`src/rtl/bound_add_sched.sv`:
```
// Control schedule for the Sobel boundary-padding datapath: turns input video sync into
// line-buffer strobes, pad flags and row/column indices for the (IH+2R)x(IW+2R) extended frame.
module bound_add_sched #(
    parameter int unsigned KSZ     = 3,
    parameter int unsigned IW      = 4,
    parameter int unsigned IH      = 2,
    parameter int unsigned H_TOTAL = 8
) (
    input  logic        clk,
    input  logic        rst_n,
    input  logic        din_vsync,
    input  logic        din_hsync,
    output logic        buf_wr,
    output logic        buf_rd,
    output logic        pad_row,
    output logic        pad_col,
    output logic        dout_vsync,
    output logic        dout_hsync,
    output logic [11:0] out_row,
    output logic [11:0] out_col,
    output logic        frame_err
);

    localparam int unsigned R  = (KSZ - 1) / 2;
    localparam int unsigned OW = IW + 2 * R;
    localparam int unsigned OH = IH + 2 * R;
    localparam int unsigned CW = 12;
    localparam int unsigned HW = $clog2(H_TOTAL + 1);

    localparam logic [CW-1:0] R_C     = CW'(R);
    localparam logic [CW-1:0] IW_C    = CW'(IW);
    localparam logic [CW-1:0] IH_C    = CW'(IH);
    localparam logic [CW-1:0] OH_C    = CW'(OH);
    localparam logic [CW-1:0] OW_LAST = CW'(OW - 1);
    localparam logic [HW-1:0] H_LAST  = HW'(H_TOTAL - 1);

    typedef enum logic [2:0] {
        S_IDLE,
        S_WAIT_LINE,
        S_LINE,
        S_GAP,
        S_DONE
    } state_t;

    state_t          state, state_nxt;
    logic [CW-1:0]   row, row_nxt;
    logic [CW-1:0]   col, col_nxt;
    logic [HW-1:0]   h, h_nxt;
    logic            vsync_d, hsync_d;
    logic            wr_line;
    logic            vs_rise, vs_fall, hs_rise;
    logic            abort, accept;

    logic            line_nxt;
    logic            dout_vsync_nxt, buf_wr_nxt, buf_rd_nxt;
    logic            pad_row_nxt, pad_col_nxt, frame_err_nxt;
    logic [CW-1:0]   out_row_nxt, out_col_nxt;

    assign vs_rise = din_vsync & ~vsync_d;
    assign vs_fall = ~din_vsync & vsync_d;
    assign hs_rise = din_hsync & ~hsync_d;
    // Truncated frame: sync dropped before all real input lines arrived.
    assign abort   = vs_fall & ((state == S_WAIT_LINE) | ((state == S_LINE) & (row < IH_C)));
    assign accept  = (state == S_WAIT_LINE) & hs_rise & ~abort;

    // State register
    always_ff @(posedge clk or negedge rst_n) begin
        if (!rst_n) begin
            state <= S_IDLE;
        end else begin
            state <= state_nxt;
        end
    end

    // Next-state and counter update logic
    always_comb begin
        state_nxt = state;
        row_nxt   = row;
        col_nxt   = col;
        h_nxt     = h;
        case (state)
            S_IDLE: begin
                if (vs_rise) begin
                    state_nxt = S_WAIT_LINE;
                    row_nxt   = '0;
                end
            end
            S_WAIT_LINE: begin
                if (abort) begin
                    state_nxt = S_IDLE;
                end else if (hs_rise) begin
                    state_nxt = S_LINE;
                    col_nxt   = '0;
                    h_nxt     = '0;
                end
            end
            S_LINE: begin
                if (abort) begin
                    state_nxt = S_IDLE;
                end else begin
                    col_nxt = col + CW'(1);
                    h_nxt   = h + HW'(1);
                    if (col == OW_LAST) begin
                        if (row + CW'(1) < IH_C) begin
                            state_nxt = S_WAIT_LINE;
                            row_nxt   = row + CW'(1);
                        end else if (row + CW'(1) < OH_C) begin
                            state_nxt = S_GAP;
                            row_nxt   = row + CW'(1);
                        end else begin
                            state_nxt = S_DONE;
                        end
                    end
                end
            end
            S_GAP: begin
                // Generated lines keep the input line period exactly.
                if (h == H_LAST) begin
                    state_nxt = S_LINE;
                    col_nxt   = '0;
                    h_nxt     = '0;
                end else begin
                    h_nxt = h + HW'(1);
                end
            end
            S_DONE: begin
                if (!din_vsync) begin
                    state_nxt = S_IDLE;
                end
            end
            default: state_nxt = S_IDLE;
        endcase
    end

    // Output decode, evaluated on the upcoming state so every output can be registered
    always_comb begin
        line_nxt       = (state_nxt == S_LINE);
        dout_vsync_nxt = (state_nxt != S_IDLE) & (state != S_DONE);
        pad_row_nxt    = line_nxt & ((row_nxt < R_C) | (row_nxt >= R_C + IH_C));
        pad_col_nxt    = line_nxt & ((col_nxt < R_C) | (col_nxt >= R_C + IW_C));
        buf_rd_nxt     = line_nxt & (row_nxt >= R_C) & (row_nxt < R_C + IH_C)
                                  & (col_nxt >= R_C) & (col_nxt < R_C + IW_C);
        out_row_nxt    = line_nxt ? row_nxt : '0;
        out_col_nxt    = line_nxt ? col_nxt : '0;
        buf_wr_nxt     = din_hsync & ~abort & (accept | wr_line);
        frame_err_nxt  = abort | (hs_rise & ((state == S_LINE) | (state == S_GAP) | (state == S_DONE)));
    end

    // Counters, sync history and registered outputs
    always_ff @(posedge clk or negedge rst_n) begin
        if (!rst_n) begin
            row        <= '0;
            col        <= '0;
            h          <= '0;
            // Sync history resets high so a sync already active at reset release is not an edge.
            vsync_d    <= 1'b1;
            hsync_d    <= 1'b1;
            wr_line    <= 1'b0;
            buf_wr     <= 1'b0;
            buf_rd     <= 1'b0;
            pad_row    <= 1'b0;
            pad_col    <= 1'b0;
            dout_vsync <= 1'b0;
            dout_hsync <= 1'b0;
            out_row    <= '0;
            out_col    <= '0;
            frame_err  <= 1'b0;
        end else begin
            row        <= row_nxt;
            col        <= col_nxt;
            h          <= h_nxt;
            vsync_d    <= din_vsync;
            hsync_d    <= din_hsync;
            wr_line    <= buf_wr_nxt;
            buf_wr     <= buf_wr_nxt;
            buf_rd     <= buf_rd_nxt;
            pad_row    <= pad_row_nxt;
            pad_col    <= pad_col_nxt;
            dout_vsync <= dout_vsync_nxt;
            dout_hsync <= line_nxt;
            out_row    <= out_row_nxt;
            out_col    <= out_col_nxt;
            frame_err  <= frame_err_nxt;
        end
    end

endmodule
```
`config.mk`:
```
export PLATFORM = sky130hd
export DESIGN_NAME = bound_add_sched
export DESIGN_NICKNAME = d
export VERILOG_FILES = /design/src/rtl/bound_add_sched.sv
export SDC_FILE = /design/constraint.sdc
export NUM_CORES = 1
export LEC_CHECK = 0
export CELL_PAD_IN_SITES_DETAIL_PLACEMENT = 1
export CELL_PAD_IN_SITES_GLOBAL_PLACEMENT = 2
export CORE_ASPECT_RATIO = 0.5
export CORE_UTILIZATION = 36
export DETAILED_ROUTE_END_ITERATION = 6
export MAX_ROUTING_LAYER = met4
export PLACE_DENSITY_LB_ADDON = 0.1
export SLEW_MARGIN = 40
export SYNTH_ARGS = -nofsm -noshare
export SYNTH_HDL_FRONTEND = slang
export SYNTH_SLANG_ARGS = --single-unit
```
`constraint.sdc`:
```
create_clock -name clk -period 3.2 [get_ports clk]
set_input_delay 0.64 -clock clk [delete_from_list [all_inputs] [get_ports clk]]
set_output_delay 0.64 -clock clk [all_outputs]
set_load 0.01 [all_outputs]
```
==> run_1/port_trees.png <==
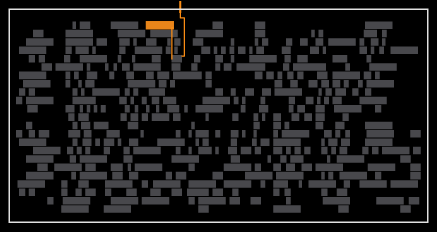
Key: orange = dout_vsync [direction output, end cells 1, wire 27.7 µm]

==> run_1/gates.png <==
Scale bar: 50 µm.
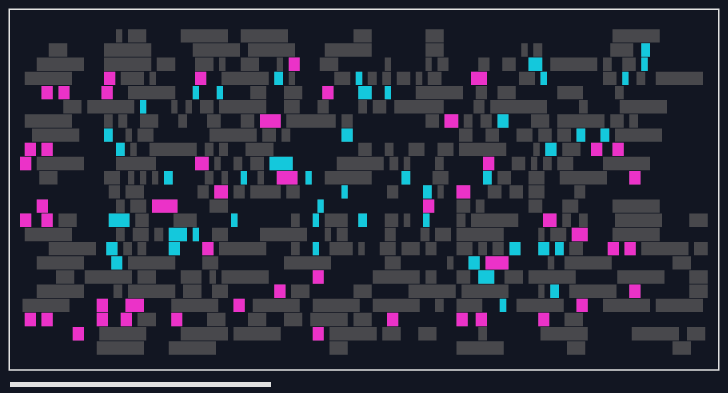
Key: magenta = and/or cells [cells 50, where widely spread]; cyan = nand cells [cells 46]

==> run_1/m3.png <==
Scale bar: 50 µm.
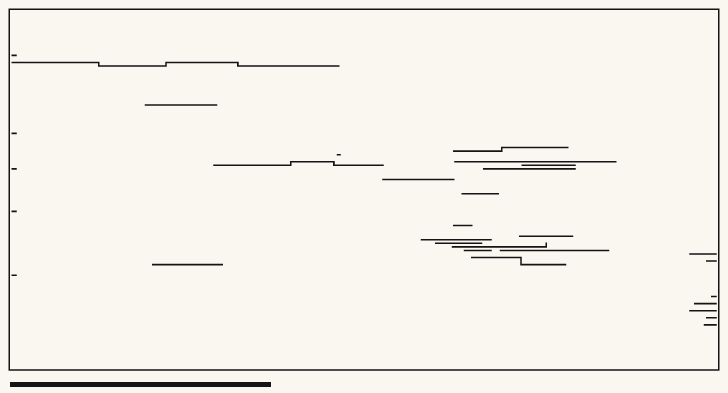
The wires run mostly horizontal. 24 nets have wire on it.

==> run_1/placed.png <==
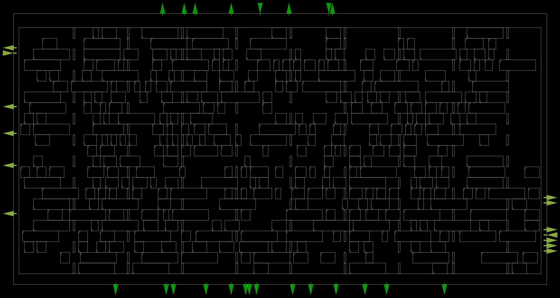
sequential cell area share: 39.7%
num tapcells: 112
num rows: 23

==> run_results.csv, run 1 <==
group,metric,value,unit
run_status,status,"completed",
setup_path,crit_cells,9,
synth,async_reset_ff_share,100,%
synth,fp_nets,323,
final_timing,worst_slack,0.300,ns
pwr,switching_share,30.2,%
setup_path,crit_start,"row[1]",
finish,dominant_cells,"registers",
routing,dr.pass1.iters,6,
finish,nClkBuffers,15,
finish,logic_gate_count,227,
synth,synthTopCellsByArea,"dfrtp_1 48%, and2_1 6.2%, o21ai_0 3.1%",
synth,avgSynthCellArea,10.2,µm²
final_timing,fmax,345,MHz
finish,combGateArea,0.00150,mm²
clocking,cts_max_level,3,
finish,final-clk-cell-share,7.37,%
clocking,clock_path_buffers,2,
routing,antenna_left,0,
final_timing,finClkSkew,0.00520,ns
finish,final_cells,476,
setup_path,arrival,3.12,ns
final_timing,tns,0,ns
synth,common_cells,"62 x dfrtp_1, 32 x and2_1, 20 x nor2_1, 20 x o21ai_0, 18 x nand2_1",
setup_path,slowest_delay,0.51,ns
floorplan,design.core.area,0.00832,mm²
grt,grt.total_usage,23.2,%
finish,lay_top_cells,"62 x dfrtp_1, 33 x clkdlybuf4s50_1, 32 x and2_1",
placement,gp_congestion,0.896,
grt,grt_pass1_vias,2782,
synth,ys_sh_aoi,15.3,%
grt,busiest_layer,"met2",
synth,netlist_instances,315,
synth,ys_cells,315,
routing,wl,9230,µm
grt,gr-usage-met1,31.0,%
worst_hold_path,hold_class,"input port to asynchronous set/reset pin",
synth,ys_top_logic_family,"simple AND/OR/NAND/NOR gates",
grt,antenna_found_initial,0,
setup_path,path_buffers,1,
setup_path,crit_type,"flip-flop to flip-flop",
placement,dp.cells,460,
finish,areaGrowthSynthToFinish,25.4,%
routing,top_layer,"met4",
final_timing,maxSlewHeadroom,68.3,%
synth,ys_area,0.00322,mm²
setup_path,worstPathRequired,3.42,ns
synth,synthMuxAreaShare,0.971,%
grt,gr-usage-met3,5.70,%
==> run 2: changes to the inputs <==
Settings changed: ABC_AREA from default to 0, CTS_CLUSTER_DIAMETER from default to 40, SKIP_CTS_REPAIR_TIMING from default to 1.
==> run_2/port_trees.png <==
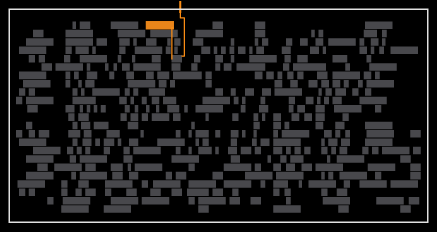
I/O pin cnt: 35
PortBufs: 34

==> run 2 against run 1 <==
Net effect: flip-flop count unchanged; design area unchanged; clock power about the same; highest routed layer unchanged.
==> run_results.csv, run 2 <==
group,metric,value,unit
routing,dr.pass1.iters,6,
pwr,clkPwrFrac,38.6,%
placement,gp_congestion,0.896,
setup_path,crit_type,"flip-flop to flip-flop",
finish,nonClockInverterCount,7,
final_timing,fmax,345,MHz
setup_path,path_buffers,1,
synth,fp_nets,323,
setup_path,crit_cells,9,
synth,common_cells,"62 x dfrtp_1, 32 x and2_1, 20 x nor2_1, 20 x o21ai_0, 18 x nand2_1",
synth,netlist_instances,315,
finish,sh_seq_area,39.7,%
floorplan,rows,23,
floorplan,fp_util,38.7,%
clocking,cts_max_level,3,
synth,ys_top_logic_family,"simple AND/OR/NAND/NOR gates",
final_timing,worst_slack,0.300,ns
routing,antenna_left,0,
routing,wl,9230,µm
final_timing,finClkSkew,0.00520,ns
grt,antenna_found_initial,0,
floorplan,nWellTaps,112,
grt,grt.total_usage,23.2,%
synth,ys_area,0.00322,mm²
finish,regArea,0.00160,mm²
finish,lay_top_cells,"62 x dfrtp_1, 33 x clkdlybuf4s50_1, 32 x and2_1",
synth,ys_cells,315,
finish,nClkBuffers,15,
synth,synthMuxAreaShare,0.971,%
routing,dr_total_vias,2684,
run_status,status,"completed",
routing,top_layer,"met4",
setup_path,arrival,3.12,ns
pwr,switching_share,30.2,%
finish,combGateArea,0.00150,mm²
setup_path,worstPathRequired,3.42,ns
pwr,leakagePower,1.83,nW
finish,final-clk-cell-share,7.37,%
placement,dp.cells,460,
grt,busiest_layer,"met2",
setup_path,crit_start,"row[1]",
synth,synthTopCellsByArea,"dfrtp_1 48%, and2_1 6.2%, o21ai_0 3.1%",
final_timing,maxSlewHeadroom,68.3,%
final_timing,tns,0,ns
synth,async_reset_ff_share,100,%
grt,grt_pass1_vias,2782,
==> run_2/util_map.png <==
14 x 7 tiles, from black (low) to pale yellow (high), 0 to 100% covered.
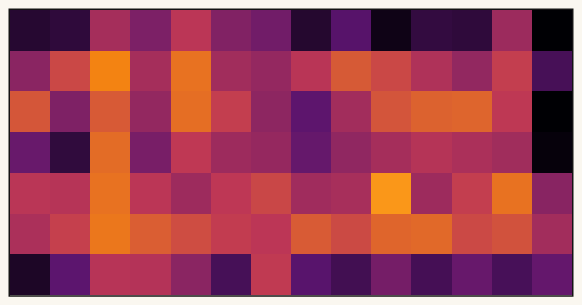
The mean over all tiles is 42%. The emptiest ninth of the die: north-east. The fullest tile reaches 78%.

==> run 3: changes to the inputs <==
Settings changed: ABC_CLOCK_PERIOD_IN_PS from default to 3200.
==> run_3/util_map.png <==
14 x 7 tiles, from black (low) to pale yellow (high), 0 to 100% covered.
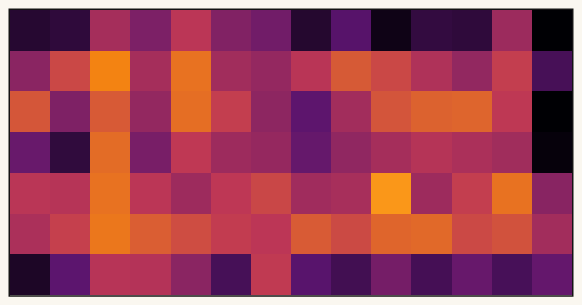
The mean over all tiles is 42%. 1.0% of the tiles are over 75% full. 3.1% of the tiles are nearly empty. The emptiest ninth of the die: north-east. The fullest tile reaches 78%.

==> run_3/placed.png <==
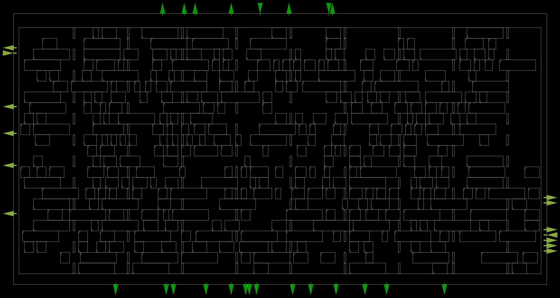
Non-Filler Instances: 476
FF+latch count: 64
Final Core Density: 48.6%

==> run 3 against run 2 <==
Net effect: worst hold slack did not move; via count did not move; setup slack did not move; largest power group unchanged.
==> run_results.csv, run 3 <==
group,metric,value,unit
routing,dr.pass1.iters,6,
synth,synth.distinct_cells,71,
synth,top_cell_area_share,48.2,%
clocking,cts_sinks,64,
floorplan,rows,23,
synth,ys_top_logic_family,"simple AND/OR/NAND/NOR gates",
setup_path,worstPathRequired,3.42,ns
synth,fp_nets,323,
grt,grt_pass1_vias,2782,
final_timing,fmax,345,MHz
setup_path,critPathMaxFanout,10,
synth,ys_sh_adder,1.55,%
setup_path,crit_family,"simple AND/OR/NAND/NOR gates",
synth,synthMuxAreaShare,0.971,%
final_timing,worst_slack,0.300,ns
synth,edf_count,0,
grt,gr-usage-met3,5.70,%
final_timing,finClkSkew,0.00520,ns
synth,synth-simple-area-share,27.4,%
synth,ys_sh_aoi,15.3,%
finish,logic_gate_count,227,
routing,dr_total_vias,2684,
synth,ys_area,0.00322,mm²
finish,lay_top_cells,"62 x dfrtp_1, 33 x clkdlybuf4s50_1, 32 x and2_1",
setup_path,crit_slowest_cell,"dfrtp_1",
final_timing,drv_slew,0,
synth,netlist_instances,315,
synth,avgSynthCellArea,10.2,µm²
grt,gr-usage-met1,31.0,%
grt,busiest_layer,"met2",
setup_path,crit_start,"row[1]",
setup_path,slowest_delay,0.51,ns
pwr,clkPwrFrac,38.6,%
floorplan,nWellTaps,112,
pwr,leakagePower,1.83,nW
clocking,clock_path_buffers,2,
final_timing,finalCritPeriodShare,90.6,%
worst_hold_path,hold_class,"input port to asynchronous set/reset pin",
finish,final_common_cell,"dfrtp_1",
setup_path,crit_cells,9,
routing,antenna_left,0,
pwr,switching_share,30.2,%
setup_path,path_buffers,1,
final_timing,tns,0,ns
finish,nonClockInverterCount,7,
placement,dp.cells,460,
synth,ys_cells,315,
run_status,status,"completed",
routing,top_layer,"met4",
clocking,cts.reportedPaths.clkPinSlew,0.05,ns
synth,yosysMostFrequentCell,"dfrtp_1",
final_timing,maxSlewHeadroom,68.3,%
floorplan,fp_util,38.7,%
floorplan,design.core.area,0.00832,mm²
final_timing,rsz0062_at_grt,"false",
synth,synthTopCellsByArea,"dfrtp_1 48%, and2_1 6.2%, o21ai_0 3.1%",
floorplan,num_io_pins,35,
finish,regArea,0.00160,mm²
finish,fin_area,0.00404,mm²
synth,syn-cell-area,0.00322,mm²
synth,synth_seq_share,49.8,%
final_timing,final_hold_viol_count,0,
synth,common_cells,"62 x dfrtp_1, 32 x and2_1, 20 x nor2_1, 20 x o21ai_0, 18 x nand2_1",
setup_path,arrival,3.12,ns
synth,async_reset_ff_share,100,%
setup_path,worst_setup_path_end_kind,"flip-flop",
grt,grt.total_usage,23.2,%
finish,dominant_cells,"registers",
finish,combGateArea,0.00150,mm²
grt,grt_start_max_net_pins,35,
finish,sh_seq_area,39.7,%
finish,nClkBuffers,15,
pwr,top_power_group,"clock",
grt,antenna_found_initial,0,
finish,fillers,934,
routing,wl,9230,µm
finish,areaGrowthSynthToFinish,25.4,%
setup_path,crit_type,"flip-flop to flip-flop",
clocking,cts_max_level,3,
placement,gp_congestion,0.896,
placement,io_buffer_count,34,
final_timing,worst_pin_slew,0.472,ns
finish,final-clk-cell-share,7.37,%
Power is estimated from default activity; no workload was simulated.
